Figure 1. Congestion heat map (run 1).
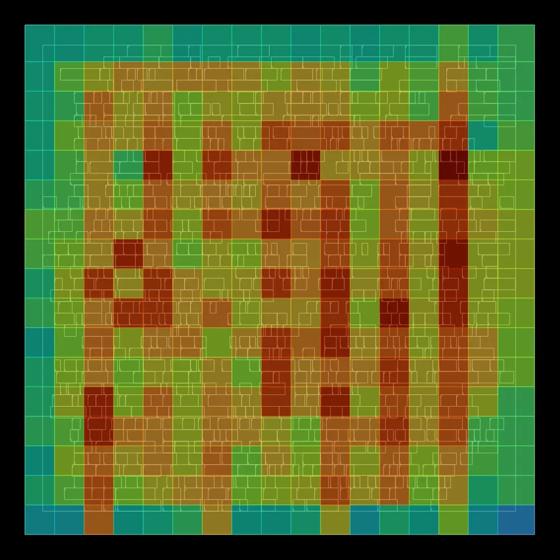
Figure 2. Clock network drawn from the DEF (run 1).
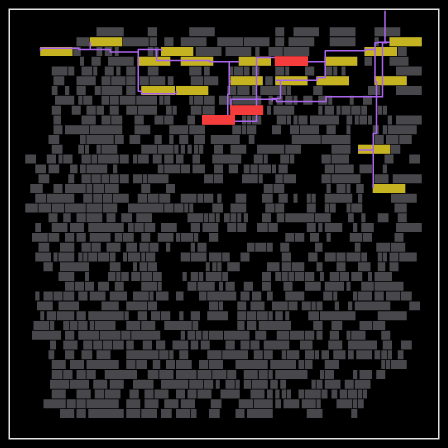
Figure 3. Logic cells by family (run 1).
The bar under the picture is 20 µm long.
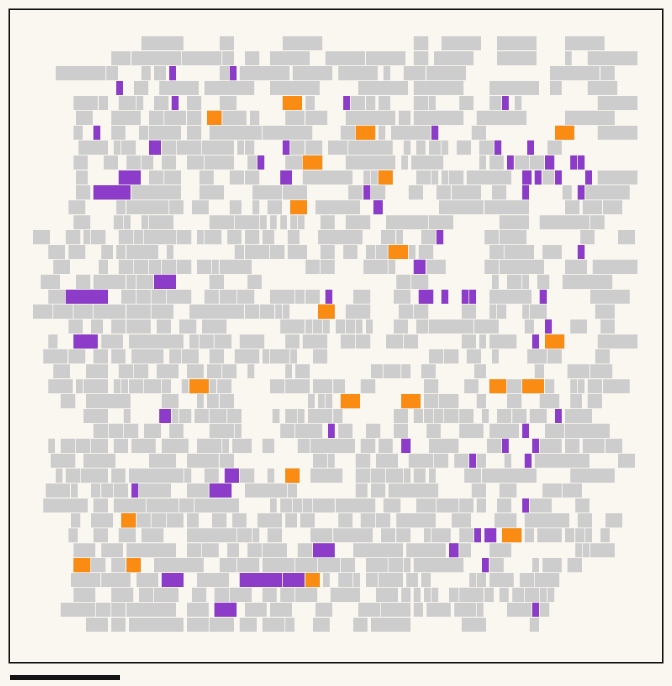
==> config.mk <==
export PLATFORM = sky130hd
export DESIGN_NAME = alu16
export DESIGN_NICKNAME = d
export VERILOG_FILES = /design/src/rtl/alu16.sv
export SDC_FILE = /design/constraint.sdc
export NUM_CORES = 1
export LEC_CHECK = 0
export CAP_MARGIN = 15
export CORE_MARGIN = 4
export CORE_UTILIZATION = 33
export DETAILED_ROUTE_END_ITERATION = 10
export HOLD_SLACK_MARGIN = 0.08
export PLACE_DENSITY = 0.51
export SLEW_MARGIN = 30
export SYNTH_ARGS = -nofsm -noshare
export SYNTH_HDL_FRONTEND = slang
export SYNTH_SLANG_ARGS = --single-unit
==> constraint.sdc <==
create_clock -name clk -period 0.8 [get_ports clk]
set_input_delay 0.16 -clock clk [delete_from_list [all_inputs] [get_ports clk]]
set_output_delay 0.16 -clock clk [all_outputs]
set_load 0.05 [all_outputs]
==> notes.md <==
Implementation results are summarized by area below.

Placement
The final weighted congestion of routability-driven global placement is 0.964. The detailed placer's ending HPWL is around 15000 µm. The count of input and output buffers is roughly 54. The instance count after placement with tap cells included is 872. Summing all placed instances gives a cell area of roughly 0.0062 mm². Per the post-place timing report, worst setup slack is -2.36 ns.

Global routing
The pin count of the biggest net entering global routing is between 40 and 50. The first global-routing pass estimated approximately 31000 µm of wire. The met2 usage is 46.5%. The total congestion overflow after global routing is 0.

The met1 usage is a little under two fifths. The number of antenna violations at the first check in global routing is 0. The via count of the first global-routing pass is ~5300.

Setup path
The worst setup path is captured at a flip-flop. The number of buffers and inverters on the critical path is 1. The critical path endpoint has a required time of 0.93 ns.

The cell with the largest stage delay on the worst path is sky130_fd_sc_hd__clkdlybuf4s50_1. The longest incremental delay of any stage on the critical path is reported as between 0.4 and 0.5 ns. The cell sequence reported for the critical path is clkdlybuf4s50_1 -> nor4_2 -> nand2_1 -> o21ai_2 -> xnor2_2 -> ha_1 -> a21o_1 -> or3b_4 -> o22ai_4 -> o31ai_4 -> xnor2_1 -> o22ai_1. The register-to-register path setup slack is -0.33 ns. Along the worst path, the maximum fanout reaches 2. At the worst endpoint, the arrival time is about 2.7 ns. The category of the worst setup path launch point is a primary input. Per the OpenROAD timing report, the critical path contains 12 cells. The type of the worst setup path is in -> reg.

The worst-case reg-to-reg path depth is 3. The top cell family by delay on the critical path is simple AND/OR/NAND/NOR gates.

CTS
Hold repair after CTS inserted 0 buffers. The clock passes through at most 2 buffers. TritonCTS built the clock tree.

The total number of H-tree levels is 1. Clock tree synthesis selected as its root buffer the cell sky130_fd_sc_hd__clkbuf_16. The number of buffers created by CTS is 3. The number of sinks on the clock net is 17.

Synth
Sequential elements use between 10% and 20% of the synthesized area. The synthesized netlist was found by Yosys to have ~530 cells. The dominant cell by count in the synthesized netlist is sky130_fd_sc_hd__nor2_1. The flip-flop and latch count after synthesis is 17.

The netlist area before placement is between 0.004 and 0.005 mm². Averaged over all synthesized cells, the footprint is roughly 7.6 µm². The distinct cell type count after synthesis is approximately 66. The dominant cell type by area after synthesis is sky130_fd_sc_hd__ha_1.

The synthesis report lists the Yosys warning total as 0. When the netlist entered floorplanning its net count stood at roughly 620. The synthesized design contains 0 enable-type register cells. After synthesis, the most frequently instantiated cells are sky130_fd_sc_hd__nor2_1 (52), sky130_fd_sc_hd__ha_1 (49), sky130_fd_sc_hd__nand2_1 (48).

By area the synthesized netlist is led by sky130_fd_sc_hd__ha_1 (15%), sky130_fd_sc_hd__dfrtp_1 (10%), sky130_fd_sc_hd__mux2i_1 (6.7%). The post-synthesis chip area from yosys is 0.00406 mm². The share of flip-flops with an asynchronous set or reset is 100%. The most instantiated flip-flop cell in the synthesis netlist is sky130_fd_sc_hd__dfrtp_1. The fraction of synthesized cell area taken by the top area cell type is 15.1%.

Pwr
Of the total power, combinational logic draws 74.3%. The internal power is approximately 4.9 mW. The power density over the cells is roughly 1100 mW/mm². The sequential-cell power consumption is 1.16 mW. The highest supply drop recorded on VDD is 742 µV. Combinational power for this build is 6.34 mW. The reported leakage power is 3.38 nW.

The net switching component of the power is about 3.7 mW. The group drawing the most power is combinational cells. The final power report lists total power as 8.54 mW. The script computed the net switching share of total power as 43.0%.

Detailed routing
Detailed-route iteration 0 reported a violation count of approximately 400. The detail route stage leaves a number of antenna-violating nets equal to 0. The DRC violation total left in the routed layout is recorded as 0. The iteration count of the initial detailed-routing pass is 4.

The routed design shows a via density per instance of ~5.6. The vias after detailed routing is 5156. The wire length per cell after detailed routing is ~22 µm.

The post-detailed-routing wire length is 19900 µm.

Flow run
The report counts max-capacitance violations totalling 0. Summing over the stages, the warning tally comes to 47.

Final timing
The pin slew with the least headroom to its limit is 0.440 ns. The end-of-flow timing check tallies setup violations at 33. The worst path uses 321% of the clock period. Setup repair after global routing could not meet its margin everywhere.

Per the timing report, the achievable frequency comes out to roughly 390 MHz. Per the slew report, the remaining headroom to the max-slew limit stands at between 70% and 80%. Adding up every negative setup slack in the final design gives -25.41 ns. The final count of pins violating max slew is 0. Per the final timing report, the hold violations number 0. The critical path in the final layout is reported with a setup slack of -1.77 ns. After layout, the minimum clock period comes to ~2.6 ns. Hold is met by 0.249 ns.

Final layout
The layout-stage area growth over the synthesis result is 83.3%. The utilization after layout is 62.0%. The antenna cell count is 0.

The final design area excluding fillers is 0.00745 mm². The finished design was reported to have a net count of between 800 and 900. The number of flip-flops under the largest register name is 16. Fill cells in the final layout number around 1100. In the final layout, the share of cells above drive strength 1 is approximately 50%.

Die
The placeable core area is between 0.01 and 0.015 mm². Measured along the y axis, the die boundary spans 119 µm. The horizontal die dimension is ~120 µm. The number of rows created at floorplan is approximately 40. The total die size is about 0.014 mm². For this configuration, the core starts out at a cell density of between 30 and 40%.

Outcome
The checks that failed: negative setup slack. The run finished, with violations left.

Worst hold path
The class of the worst hold path is in -> async.
-- Figure 1 (at the start) --
global routing's busiest layer: met2
met3 track demand over resource in global routing: 2.47%
global-route usage over all layers: 27.7%

-- Figure 2 (at the start) --
- flip-flops: yellow (count 17)
- clock-net drivers: red (count 3)
- clock wires: purple (length 316 µm)
- routed clock nets: 4
power of the clock network: 1.03 mW
later-pin clock latency in the skew report: 0.25 ns
Fin Clk Skew: 0 ns
part of the power in the clock network: 12.1%

-- Figure 3 (at the start) --
- nor cells: purple (cells 65; most used nor2_1; where widely spread)
- non-inverting ao/oa cells: orange (cells 21; most used a21o_1; where widely spread)
most common cell after layout, fill and taps aside: sky130_fd_sc_hd__buf_4
combinational share of cell area: 54.4%
number of non-filler instances in the completed layout: 917

## run 1: area by class of cell
type,count,area [µm²],area share [%]
clock buffer,4,78.8,1.06
inverter,49,196,2.64
multi-input combinational,433,4060,54.4
sequential,17,427,5.73
tap,147,184,2.47
timing repair buffer,267,2510,33.7
## run 1: cell usage in the layout (no fill, tap or decap), drive strengths merged, types with 4 or more instances in the layout
| cell | instances |
|---|---|
| mux4 | 13 |
| xnor2 | 22 |
| inv | 49 |
| a21oi | 32 |
| nor4 | 4 |
| a21o | 6 |
| dlygate4sd2 | 17 |
| dfrtp | 17 |
| mux2 | 10 |
| clkdlybuf4s50 | 6 |
| ha | 49 |
| nand3 | 10 |
| nand2b | 8 |
| nand2 | 48 |
| o22ai | 16 |
| a31oi | 9 |
| buf | 240 |
| nor2 | 52 |
| o32a | 5 |
| nand4 | 5 |
| o21ai | 33 |
| nor3 | 5 |
| o211ai | 6 |
| and2 | 5 |
| a211oi | 14 |
| mux2i | 27 |
| o31ai | 5 |
| and3 | 4 |
| clkbuf | 5 |
## run 1: kinds of logic after synthesis
kind of cell | after synthesis | share of synthesized area, %
buffers and inverters | 83 | 8.72
DFF | 17 | 10.5
adders and majority gates | 50 | 15.6
muxes | 50 | 16.7
AOI/OAI and AO/OA | 155 | 25.7
and+or+nand+nor | 153 | 17.4
xor gates and xnor gates | 25 | 5.39
## run 1: metal layers
layer / vias up / part of all wire [%]
met5: - / 0
met4: 0 / 2.8
met3: 31 / 4.0
met2: 154 / 48
met1: 2540 / 45
li1: 2431 / -
## run 1: repair_timing
action | 4_1_cts | 5_1_grt
gates cloned | 1 | 0
gates resized | 207 | 37
pin swaps | 61 | 65
buffers inserted | 36 | 13
endpoints found under the setup margin | 34 | 34
Power is estimated from default activity; no workload was simulated.
